$ cat src/rtl/gpio_bank_pkg.sv
// Shared constants, bus payload type and byte-lane helpers for gpio_bank.
package gpio_bank_pkg;

    localparam int unsigned BUS_W  = 32;
    localparam int unsigned ADDR_W = 3;
    localparam int unsigned BE_W   = BUS_W / 8;

    localparam logic [ADDR_W-1:0] REG_IN   = 3'd0;
    localparam logic [ADDR_W-1:0] REG_OUT  = 3'd1;
    localparam logic [ADDR_W-1:0] REG_IE   = 3'd2;
    localparam logic [ADDR_W-1:0] REG_IP   = 3'd3;
    localparam logic [ADDR_W-1:0] REG_RISE = 3'd4;
    localparam logic [ADDR_W-1:0] REG_FALL = 3'd5;
    localparam logic [ADDR_W-1:0] REG_CTRL = 3'd6;
    localparam logic [ADDR_W-1:0] REG_RSVD = 3'd7;

    localparam int unsigned CTRL_IRQ_EN_BIT = 0;

    typedef struct packed {
        logic [ADDR_W-1:0] addr;
        logic [BUS_W-1:0]  data;
        logic [BE_W-1:0]   be;
    } bus_req_t;

    // Expand byte enables into a bit mask.
    function automatic logic [BUS_W-1:0] lane_mask(input logic [BE_W-1:0] be);
        logic [BUS_W-1:0] m;
        m = '0;
        for (int k = 0; k < int'(BE_W); k++) begin
            m[k*8 +: 8] = {8{be[k]}};
        end
        return m;
    endfunction

    // Replace only the enabled byte lanes of old with din.
    function automatic logic [BUS_W-1:0] merge_bytes(input logic [BUS_W-1:0] old,
                                                     input logic [BUS_W-1:0] din,
                                                     input logic [BE_W-1:0]  be);
        logic [BUS_W-1:0] m;
        m = lane_mask(be);
        return (old & ~m) | (din & m);
    endfunction

endpackage

$ cat src/rtl/gpio_debounce.sv
// Per-pin debounce filter: tap shift register sampled on a shared tick.
// Compiled only when GPIO_BANK_DEBOUNCE_EN is defined.
`ifdef GPIO_BANK_DEBOUNCE_EN
module gpio_debounce #(
    parameter int unsigned DB_TAPS = 4
) (
    input  logic clk,
    input  logic rstn,
    input  logic tick,
    input  logic din,
    output logic filt
);

    logic [DB_TAPS-1:0] taps_q;

    // Shift the synchronised sample in on every prescaler tick.
    always_ff @(posedge clk or negedge rstn) begin
        if (!rstn) begin
            taps_q <= '0;
        end else if (tick) begin
            taps_q <= {taps_q[DB_TAPS-2:0], din};
        end
    end

    // Accept a new level only once every tap agrees.
    always_ff @(posedge clk or negedge rstn) begin
        if (!rstn) begin
            filt <= 1'b0;
        end else if (&taps_q) begin
            filt <= 1'b1;
        end else if (~|taps_q) begin
            filt <= 1'b0;
        end
    end

endmodule
`endif

$ cat src/rtl/gpio_bank.sv
// GPIO register bank: debounced inputs, byte-writable outputs, edge interrupts.
// Optional input debounce filter enabled by defining GPIO_BANK_DEBOUNCE_EN.
module gpio_bank
    import gpio_bank_pkg::*;
#(
    parameter int unsigned IN_WIDTH   = 16,
    parameter int unsigned OUT_WIDTH  = 32,
    parameter int unsigned DB_TAPS    = 4,
    parameter int unsigned PRESC_BITS = 16
) (
    input  logic                  clk,
    input  logic                  rstn,
    input  logic                  en,
    input  logic [ADDR_W-1:0]     addr,
    input  logic [BUS_W-1:0]      din,
    input  logic [BE_W-1:0]       we,
    output logic [BUS_W-1:0]      dout,
    input  logic [IN_WIDTH-1:0]   gpio_in,
    output logic [OUT_WIDTH-1:0]  gpio_out,
    output logic                  irq
);

    // Reject out-of-range configurations at elaboration.
    if (IN_WIDTH < 1 || IN_WIDTH > BUS_W || OUT_WIDTH < 1 || OUT_WIDTH > BUS_W ||
        DB_TAPS < 2 || DB_TAPS > 8 || PRESC_BITS < 1) begin : g_bad_cfg
        $error("gpio_bank: parameter out of range");
    end

    bus_req_t              req_c;
    logic [IN_WIDTH-1:0]   sync1_q, sync2_q, filt, prev_q;
    logic [IN_WIDTH-1:0]   ie_q, ip_q, rise_en_q, fall_en_q;
    logic                  ctrl_q;
    logic [IN_WIDTH-1:0]   rise_c, fall_c, ip_set_c, ip_clr_c;
    logic [BUS_W-1:0]      rdata_c;

    assign req_c = '{addr: addr, data: din, be: we};

    // Two-flop synchroniser on the raw pins.
    always_ff @(posedge clk or negedge rstn) begin
        if (!rstn) begin
            sync1_q <= '0;
            sync2_q <= '0;
        end else begin
            sync1_q <= gpio_in;
            sync2_q <= sync1_q;
        end
    end

`ifdef GPIO_BANK_DEBOUNCE_EN
    logic [PRESC_BITS-1:0] presc_q;
    logic                  tick_c;

    assign tick_c = &presc_q;

    // Free-running prescaler shared by every debounce instance.
    always_ff @(posedge clk or negedge rstn) begin
        if (!rstn) begin
            presc_q <= '0;
        end else begin
            presc_q <= presc_q + PRESC_BITS'(1);
        end
    end

    for (genvar i = 0; i < int'(IN_WIDTH); i++) begin : g_db
        gpio_debounce #(.DB_TAPS(DB_TAPS)) u_db (
            .clk  (clk),
            .rstn (rstn),
            .tick (tick_c),
            .din  (sync2_q[i]),
            .filt (filt[i])
        );
    end
`else
    // Unfiltered path: one register stage after the synchroniser.
    always_ff @(posedge clk or negedge rstn) begin
        if (!rstn) begin
            filt <= '0;
        end else begin
            filt <= sync2_q;
        end
    end
`endif

    // Previous filtered level for edge detection.
    always_ff @(posedge clk or negedge rstn) begin
        if (!rstn) begin
            prev_q <= '0;
        end else begin
            prev_q <= filt;
        end
    end

    assign rise_c   = filt & ~prev_q;
    assign fall_c   = ~filt & prev_q;
    assign ip_set_c = (rise_c & rise_en_q) | (fall_c & fall_en_q);
    assign ip_clr_c = (en && req_c.addr == REG_IP) ?
                      IN_WIDTH'(req_c.data & lane_mask(req_c.be)) : '0;

    // Register writes, pending-bit update (set beats clear) and irq.
    always_ff @(posedge clk or negedge rstn) begin
        if (!rstn) begin
            gpio_out  <= '0;
            ie_q      <= '0;
            ip_q      <= '0;
            rise_en_q <= '0;
            fall_en_q <= '0;
            ctrl_q    <= 1'b0;
            irq       <= 1'b0;
        end else begin
            if (en && req_c.addr == REG_OUT)
                gpio_out <= OUT_WIDTH'(merge_bytes(BUS_W'(gpio_out), req_c.data, req_c.be));
            if (en && req_c.addr == REG_IE)
                ie_q <= IN_WIDTH'(merge_bytes(BUS_W'(ie_q), req_c.data, req_c.be));
            if (en && req_c.addr == REG_RISE)
                rise_en_q <= IN_WIDTH'(merge_bytes(BUS_W'(rise_en_q), req_c.data, req_c.be));
            if (en && req_c.addr == REG_FALL)
                fall_en_q <= IN_WIDTH'(merge_bytes(BUS_W'(fall_en_q), req_c.data, req_c.be));
            if (en && req_c.addr == REG_CTRL && req_c.be[0])
                ctrl_q <= req_c.data[CTRL_IRQ_EN_BIT];
            ip_q <= (ip_q & ~ip_clr_c) | ip_set_c;
            irq  <= ctrl_q & |(ip_q & ie_q);
        end
    end

    // Read mux over current (pre-write) register values.
    always_comb begin
        rdata_c = '0;
        case (req_c.addr)
            REG_IN:   rdata_c = BUS_W'(filt);
            REG_OUT:  rdata_c = BUS_W'(gpio_out);
            REG_IE:   rdata_c = BUS_W'(ie_q);
            REG_IP:   rdata_c = BUS_W'(ip_q);
            REG_RISE: rdata_c = BUS_W'(rise_en_q);
            REG_FALL: rdata_c = BUS_W'(fall_en_q);
            REG_CTRL: rdata_c[CTRL_IRQ_EN_BIT] = ctrl_q;
            default:  rdata_c = '0;
        endcase
    end

    // Registered read data, held while the bank is not selected.
    always_ff @(posedge clk or negedge rstn) begin
        if (!rstn) begin
            dout <= '0;
        end else if (en) begin
            dout <= rdata_c;
        end
    end

endmodule
$ cat config.mk
export PLATFORM = sky130hd
export DESIGN_NAME = gpio_bank
export DESIGN_NICKNAME = d
export VERILOG_FILES = /design/src/rtl/gpio_bank_pkg.sv /design/src/rtl/gpio_debounce.sv /design/src/rtl/gpio_bank.sv
export SDC_FILE = /design/constraint.sdc
export NUM_CORES = 1
export LEC_CHECK = 0
export ABC_AREA = 1
export CELL_PAD_IN_SITES_DETAIL_PLACEMENT = 2
export CELL_PAD_IN_SITES_GLOBAL_PLACEMENT = 2
export CORE_MARGIN = 2
export CORE_UTILIZATION = 30
export DETAILED_ROUTE_END_ITERATION = 8
export PLACE_DENSITY = 0.74
export SLEW_MARGIN = 15
export SYNTH_ARGS = -nofsm -noshare
export SYNTH_HDL_FRONTEND = slang
export SYNTH_HIERARCHICAL = 1
export SYNTH_SLANG_ARGS = --single-unit
$ cat constraint.sdc
create_clock -name clk -period 0.8 [get_ports clk]
set_input_delay 0.12 -clock clk [delete_from_list [all_inputs] [get_ports clk]]
set_output_delay 0.12 -clock clk [all_outputs]
set_load 0.05 [all_outputs]
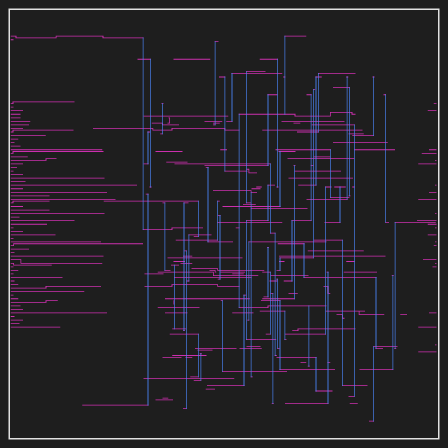
Fig. 1. Routed metal, one color a layer (run 1).
Only two layers are drawn.
magenta -> M3  # wire length 2790 um
blue -> M4  # wire length 2200 um
via count: 7971
All-Layer GR Usage: 0.291
Post-Route WL: 46.2 mm
Avg WL per Cell: 31.0 um

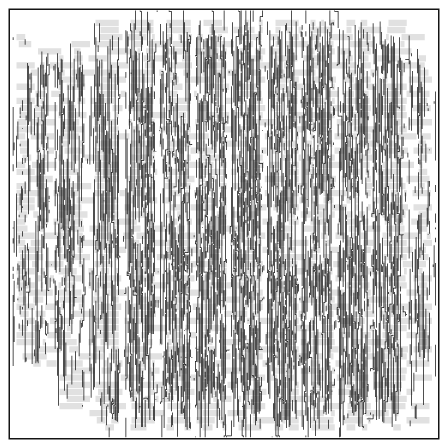
Fig. 2. Signal wires on met2 (run 1).
Cells faint in the background.
nets with wire on the layer = 1169
share of all routed wire = 51%
met2 Use GR: 0.499

==> results.py, run 1 <==
# Generated from Yosys and OpenROAD reports
metrics = {
    "final_timing": {
        "setup_viol": 178,
        "finalClockPeriodUsage": 1.75,
        "fin_ws_ns": -0.598,
        "finalMaxSlewViolations": 0,
        "rsz0062_at_grt": "true",
    },
    "logic_synthesis": {
        "avgSynthCellArea_um2": 9.44,
        "synth-edff-count": 0,
        "syn-num-nets": 872,
    },
    "placement": {
        "port_buffers": 122,
        "gp_congestion": 0.772,
    },
    "finish": {
        "final_cell_mix": "173 x dfrtp_1, 108 x buf_6, 88 x buf_4",
        "drive_gt1_frac": 0.568,
    },
    "pwr": {
        "peakVddDrop_mv": 1.47,
    },
    "run_status": {
        "outcome": "finished, violations left",
        "violations": "setup timing",
    },
    "critical_path": {
        "regToRegEndpoint": "irq",
        "reg2reg_slack_ns": -0.60,
        "path_delay_family": "simple AND/OR/NAND/NOR gates",
        "path_depth": 6,
        "critPathSlowestCell": "dfrtp_1",
    },
    "clocking": {
        "numClockSinks": 194,
        "cts_buffers": 17,
        "cts_tree": "done",
    },
    "global_route": {
        "grt_util_met1": 0.342,
        "grt_start_max_net_pins": 44,
        "grt_pass1_wl_mm": 57.3,
    },
    "floorplan": {
        "fp.coreArea_um2": 25200,
    },
    "flow_run": {
        "cap_violations": 0,
    },
}
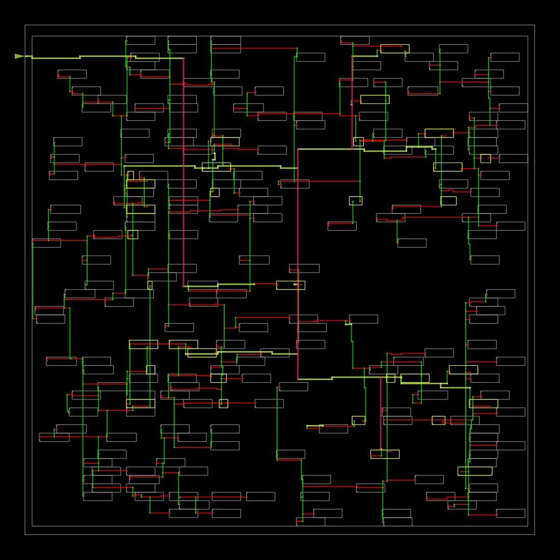
Fig. 3. The clock network (run 1).
Late-Pin Clk Latency: 0.46 ns
power drawn by the clock network: 0.00905 W

==> run 1: layout make-up <==
type / count / area [um2]
clock buffers: 20 / 457
repair buffers: 339 / 4180
clock inverters: 12 / 125
fillers: 2382 / 11000
flip-flops and latches: 194 / 4880
multi-input cells: 509 / 3700
well taps: 330 / 413
inverters: 86 / 373
==> run 1: worst register-to-register path, stage by stage (launching register included) <==
cell     delay (ns)
dfrtp_1        0.46
nand2_1        0.17
nand2_1        0.11
nor2_1         0.18
nand2_2        0.13
nor2_2         0.17
nor2_1         0.08
==> run 1: metrics by stage <==
step	instance area [um2]	hold slack (ns)	instances	utilization
after floorplan	7810	-0.176	814	-
after global placement	11000	-0.00889	1364	0.436
after detailed placement	11000	-0.00921	1364	0.436
after CTS	12800	0.0864	1452	0.507
after global routing	14100	0.0775	1490	0.561
final	14100	0.0766	1490	0.561
==> run 1: how the worst max path moves through the flow <==
stage | endpoint | slack (ns)
2_1_floorplan | flip-flop | -0.29
3_3_place_gp | flip-flop | -1.04
3_5_place_dp | flip-flop | -1.13
4_1_cts | gpio_out[1] | -0.47
5_1_grt | irq | -0.60
6_report | irq | -0.60
==> run 1: kinds of logic after synthesis <==
family / after synthesis / synth area share
DFF: 194 / 0.632
buffers and inverters: 115 / 0.0643
and+or+nand+nor: 339 / 0.193
AOI/OAI and AO/OA: 166 / 0.112
==> run 1: cells in the mapped netlist (2+ instances only) <==
cell type	count	area, um2
a21oi_1	38	190
a31oi_1	5	31.3
buf_2	17	85.1
buf_4	6	45.0
buf_6	2	22.5
clkbuf_1	4	15.0
dfrtp_1	194	4850
inv_1	81	304
inv_2	3	11.3
nand2_1	156	586
nand2_2	12	75.1
nand3_1	56	280
nand4_1	8	50.1
nor2_1	92	345
nor2_4	4	45.0
nor3_1	5	25.0
o211ai_1	7	52.6
o21ai_0	94	470
o21ai_1	21	105
==> run 1: where the power goes <==
group / internal [W] / switching [W]
Clock: 0.00455 / 0.00450
Combinational: 0.00569 / 0.00647
Sequential: 0.0111 / 0.00153
==> run 1: per-layer routing <==
| metal | vias to the layer above | share of wire |
|---|---|---|
| li1 | 3314 | - |
| met1 | 4160 | 0.38 |
| met2 | 358 | 0.51 |
| met3 | 139 | 0.060 |
| met4 | 0 | 0.048 |
| met5 | - | 0 |
==> run 1: timing repair <==
action,4_1_cts,5_1_grt
endpoints found under the setup margin,195,187
pin swaps,85,83
hold buffers,1,0
resized,253,338
cloned,4,3
endpoints found under the hold margin,194,0
setup buffers,57,51
==> run 1 -> run 2 <==
--- a/config.mk
+++ b/config.mk
@@ -12,7 +12,6 @@
 export CORE_UTILIZATION = 30
 export DETAILED_ROUTE_END_ITERATION = 8
 export PLACE_DENSITY = 0.74
-export SLEW_MARGIN = 15
 export SYNTH_ARGS = -nofsm -noshare
 export SYNTH_HDL_FRONTEND = slang
 export SYNTH_HIERARCHICAL = 1
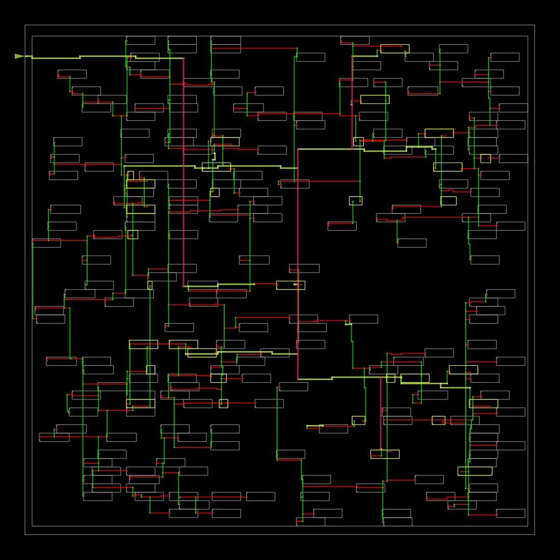
Fig. 4. The clock network (run 2).
clk_skew: 0.0127 ns
clock buffers: 20
sequential cells: 194
# clock sinks: 194
total CTS buffers: 17

==> run 2 against run 1 <==
  * The run still ends with setup timing left
  * Critical path type unchanged
  * Wire length unchanged
  * Highest routed layer unchanged
  * Synthesized area unchanged
  * Via count unchanged
  * Worst setup slack unchanged
  * Hold slack unchanged
  * Sequential share of layout area unchanged
  * Final area unchanged
  * Flip-flop count unchanged
  * Power unchanged
  * Die size unchanged
==> results.py, run 2 <==
# Generated from Yosys and OpenROAD reports
metrics = {
    "global_route": {
        "grt.total_usage": 0.291,
        "grt_pass1_wl_mm": 57.3,
        "grt_start_max_net_pins": 44,
    },
    "critical_path": {
        "critical_path.endpoint": "irq",
        "reg2reg_slack_ns": -0.60,
        "critPathSlowestCell": "dfrtp_1",
        "regToRegEndpoint": "irq",
    },
    "run_status": {
        "outcome": "finished, violations left",
        "violations": "setup timing",
    },
    "finish": {
        "final_cell_mix": "173 x dfrtp_1, 108 x buf_6, 88 x buf_4",
        "layoutNonFillerInstCount": 1490,
    },
    "final_timing": {
        "setup_viol": 178,
        "finalMaxSlewViolations": 0,
        "fin_ws_ns": -0.598,
    },
    "logic_synthesis": {
        "synth.most_common_cell": "dfrtp_1",
        "synth-edff-count": 0,
    },
    "placement": {
        "dp.cells": 1364,
    },
    "pwr": {
        "peakVddDrop_mv": 1.47,
    },
    "clocking": {
        "cts_tree": "done",
    },
    "routing": {
        "wl_per_cell_um": 31.0,
    },
}
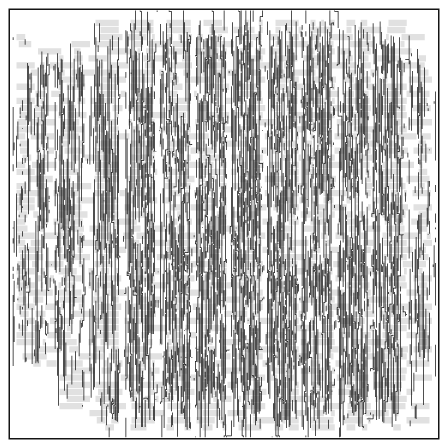
Fig. 5. Signal wires on met2 (run 2).
Cells faint in the background.

==> run 2: cell counts after synthesis <==
No cell type changed its count.
==> run 2: logic make-up after synthesis <==
kind of cell | synth area share
AND/OR/NAND/NOR | 0.193
flip-flops | 0.632
AND-OR/OR-AND | 0.112
buffers and inverters | 0.0643
==> run 2: where the power goes <==
group	switching (W)	internal (W)	total, W
sequential	0.00153	0.0111	0.0126
clock	0.00450	0.00455	0.00905
combinational	0.00647	0.00569	0.0122
total	0.0125	0.0213	0.0338
==> run 2: layer usage <==
metal,routed length (um),GRT usage,share of wire
met4,2200,0.125,0.048
met5,0,0,0
met1,17500,0.342,0.38
met2,23700,0.499,0.51
met3,2790,0.0813,0.060
==> run 2: area by class of cell <==
cell class              instances  area [um2]
fillers                      2382       11000
flip-flops and latches        194        4880
repair buffers                339        4180
multi-input cells             509        3700
clock buffers                  20         457
well taps                     330         413
inverters                      86         373
clock inverters                12         125
==> run 2: worst reg2reg max path, delay by kind of cell (launching register included) <==
kind / cells / cell delay (ns)
flip-flops: 1 / 0.46
AND/OR/NAND/NOR: 6 / 0.84
==> run 2: stage by stage <==
stage | worst slack, ns | setup TNS (ns) | hold slack, ns | util | area (um2)
after floorplan | -0.289 | -22.62 | -0.176 | - | 7810
after global placement | -1.04 | -113.28 | -0.00889 | 0.436 | 11000
after detailed placement | -1.13 | -122.61 | -0.00921 | 0.436 | 11000
after CTS | -0.466 | -28.45 | 0.0864 | 0.507 | 12800
after global routing | -0.597 | -42.11 | 0.0775 | 0.561 | 14100
final | -0.598 | -38.86 | 0.0766 | 0.561 | 14100
==> run 2: how the worst min path moves through the flow <==
stage,endpoint,slack (ns),from
2_1_floorplan,async pin,-0.18,rstn
3_3_place_gp,sync1_q[8],-0.009,rstn
3_5_place_dp,sync1_q[8],-0.009,rstn
4_1_cts,sync1_q[8],0.09,rstn
5_1_grt,sync1_q[8],0.08,rstn
6_report,dout[31],0.08,rstn
==> run 2: timing repair <==
action                     4_1_cts  5_1_grt
gates resized                  253      338
pin swaps                       85       83
cloned                           4        3
hold buffers                     1        0
buffers inserted                57       51
setup endpoints to repair      195      187
hold endpoints to repair       194        0
==> run 2 -> run 3 <==
--- a/config.mk
+++ b/config.mk
@@ -9,9 +9,10 @@
 export CELL_PAD_IN_SITES_DETAIL_PLACEMENT = 2
 export CELL_PAD_IN_SITES_GLOBAL_PLACEMENT = 2
 export CORE_MARGIN = 2
-export CORE_UTILIZATION = 30
+export CORE_UTILIZATION = 35
 export DETAILED_ROUTE_END_ITERATION = 8
-export PLACE_DENSITY = 0.74
+export DONT_BUFFER_PORTS = 1
+export PLACE_DENSITY = 0.73
 export SYNTH_ARGS = -nofsm -noshare
 export SYNTH_HDL_FRONTEND = slang
 export SYNTH_HIERARCHICAL = 1
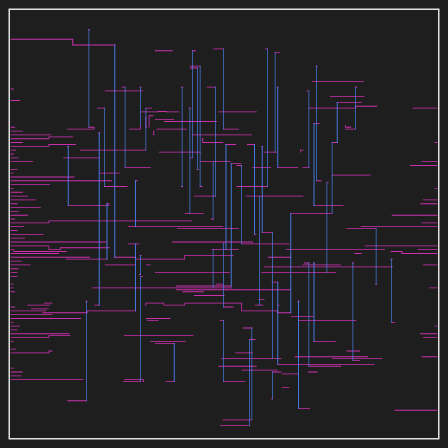
Fig. 6. Routed metal, one color a layer (run 3).
Only two layers are drawn.
Post-Route WL: 38.7 mm
via count: 7439

==> run 3 against run 2 <==
  * The run ends with hold timing, setup timing left
  * Die size shrank 14%
  * Register-to-register slack gained 0.09 ns
  * First-iteration DRC count decreased by 23%
  * Power down 9.1%
  * Count of clock-buffer cells in the layout increased by 1
  * Utilization decreased by 0.14 points
  * Final cell count is 8.8% lower
  * Highest routed layer unchanged
  * Clock skew grew 0.0066 ns
  * Critical path type unchanged
  * Sequential share of layout area grew 5.6 points
  * Non-clock buffer count down 77
  * Synthesized cell count unchanged
==> results.py, run 3 <==
# Generated from Yosys and OpenROAD reports
metrics = {
    "run_status": {
        "outcome": "finished, violations left",
        "violations": "hold timing, setup timing",
    },
    "final_timing": {
        "fin_ws_ns": -0.505,
        "holdWs_ns": -0.641,
        "max_freq_ghz": 0.766,
        "setup_viol": 131,
        "fin_worst_skew_ns": 0.0193,
        "hold_viol": 195,
        "finalMaxSlewViolations": 0,
    },
    "routing": {
        "drt-met1-wl_mm": 14.9,
        "topRoutingLayerUsed": "met4",
        "wl_per_cell_um": 28.5,
        "wl_met2_mm": 20.0,
        "routed-wl-met3_mm": 2.19,
    },
    "critical_path": {
        "critPathRequiredTime_ns": 1.13,
        "crit_path_end_kind": "flip-flop",
        "cpPeakStageDelay_ns": 0.43,
        "critPathSlowestCell": "dfrtp_1",
        "crit_type": "reg -> reg",
    },
    "pwr": {
        "powerDensity_nw_per_um2": 2530,
        "peakVddDrop_mv": 1.34,
        "p_total_w": 0.0308,
    },
    "clocking": {
        "cts_buffers": 17,
        "clock_latency_ns": 0.46,
        "cts_tree": "done",
        "numClockSinks": 194,
    },
    "floorplan": {
        "fp_util": 0.354,
        "fp.coreArea_um2": 21700,
    },
    "logic_synthesis": {
        "syn_inst": 814,
        "synth-edff-count": 0,
        "ys_seq_elements": 194,
        "synth.most_common_cell": "dfrtp_1",
    },
    "min_path": {
        "worst_hold_path_type": "in -> async",
    },
    "placement": {
        "dp.cells": 1217,
    },
    "global_route": {
        "grt_start_max_net_pins": 195,
        "grt_pass1_wl_mm": 51.2,
        "grt.total_usage": 0.287,
    },
    "finish": {
        "final_cell_mix": "176 x dfrtp_1, 110 x buf_6, 91 x nand2_1",
        "layoutNonFillerInstCount": 1359,
    },
}
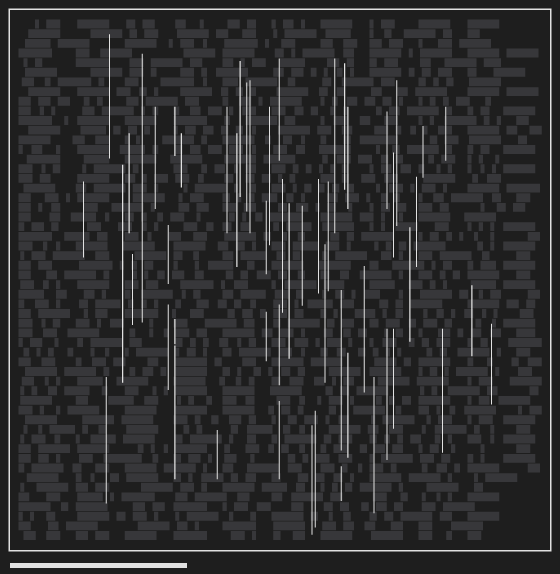
Fig. 7. The metal 4 layer (run 3).
Bar = 50 um. Cells faint in the background.
share of all routed wire = 4.2%
longest straight run = 75.5 um

-- run 3: cell counts after synthesis --
No cell type changed its count.
-- run 3: logic make-up (layout without fill, tap and decap cells) --
| family | after synthesis | in the layout | share of synthesized area |
|---|---|---|---|
| compound gates | 166 | 166 | 0.112 |
| buf+inv | 115 | 380 | 0.0643 |
| flops | 194 | 194 | 0.632 |
| simple gates | 339 | 339 | 0.193 |
-- run 3: worst paths after layout --
kind                                  start        to  slack (ns)  depth (start not counted)
worst max register to register      ip_q[8]       irq       -0.51                          6
worst max-delay path                ip_q[8]       irq       -0.51                          6
min in group clk                    addr[0]    ctrl_q       -0.03                          2
worst min-delay path                   rstn   filt[9]       -0.64                          0
worst min register to register  sync2_q[12]  filt[12]        0.36                          0
max in group asynchronous              rstn  filt[10]        1.13                          0
-- run 3: final cells by class --
| type | count | area, um2 |
|---|---|---|
| Tap cell | 280 | 350 |
| Inverter | 86 | 368 |
| Sequential cell | 194 | 4880 |
| Clock buffer | 21 | 450 |
| Multi-Input combinational cell | 505 | 3120 |
| Fill cell | 2084 | 9550 |
| Clock inverter | 11 | 129 |
| Timing Repair Buffer | 262 | 2850 |
-- run 3: timing repair --
action,in CTS,in global routing
endpoints found under the hold margin,313,211
setup endpoints to repair,107,158
resized,172,246
hold buffers,51,2
pin swaps,58,65
buffers inserted,30,44
-- run 3: per-layer routing --
layer | global-route usage | up-vias
met3 | 0.0674 | 116
li1 | - | 3141
met2 | 0.508 | 314
met1 | 0.342 | 3868
met5 | 0 | -
met4 | 0.103 | 0
-- run 3: power breakdown --
group | switching (W) | internal, W
combinational | 0.00536 | 0.00397
clock | 0.00432 | 0.00474
sequential | 0.00129 | 0.0111
-- run 3: metrics by stage --
stage | hold slack [ns] | setup TNS [ns] | area, um2 | utilization | worst slack [ns]
after floorplan | -0.176 | -22.62 | 7810 | - | -0.289
after global placement | -0.165 | -25.47 | 9390 | 0.433 | -0.303
after detailed placement | -0.168 | -31.96 | 9390 | 0.433 | -0.387
after CTS | -0.642 | -26.51 | 11200 | 0.517 | -0.439
after global routing | -0.653 | -34.60 | 12100 | 0.560 | -0.523
final | -0.641 | -31.04 | 12100 | 0.560 | -0.505
-- run 3: worst max-delay path, delay by kind of cell, from the launching register on --
| family | cells | cell delay, ns |
|---|---|---|
| simple gates | 5 | 0.62 |
| flops | 1 | 0.43 |
| compound gates | 1 | 0.12 |

==> screenshots <==
Drive-strength map.
Bar = 50 um.
Plate I
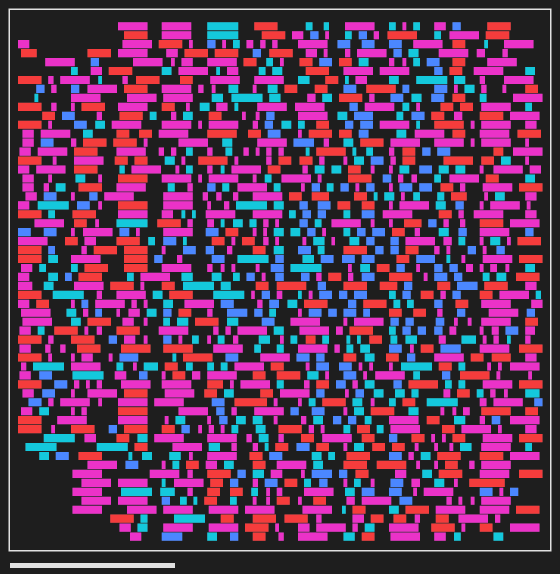
Plate II
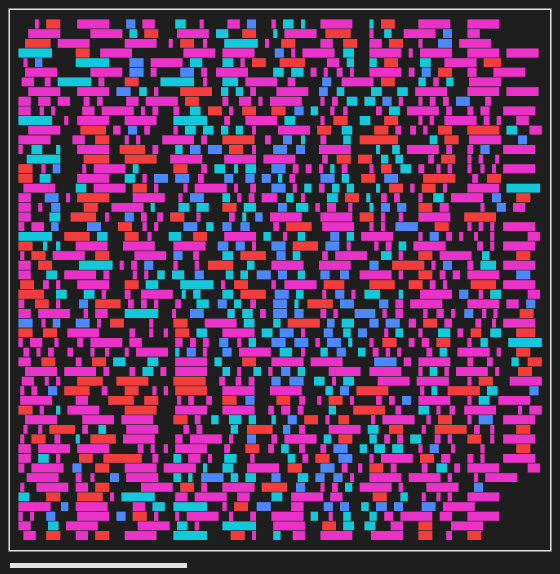
Plate II comes from run 3.
Plate I comes from run 2.

Key to Plate I:
cyan -> x2  # cells 245
blue -> x3 and x4  # cells 179
red -> x6 and larger  # cells 235
magenta -> x1 and smaller  # cells 501

Power and IR drop assume default switching activity.
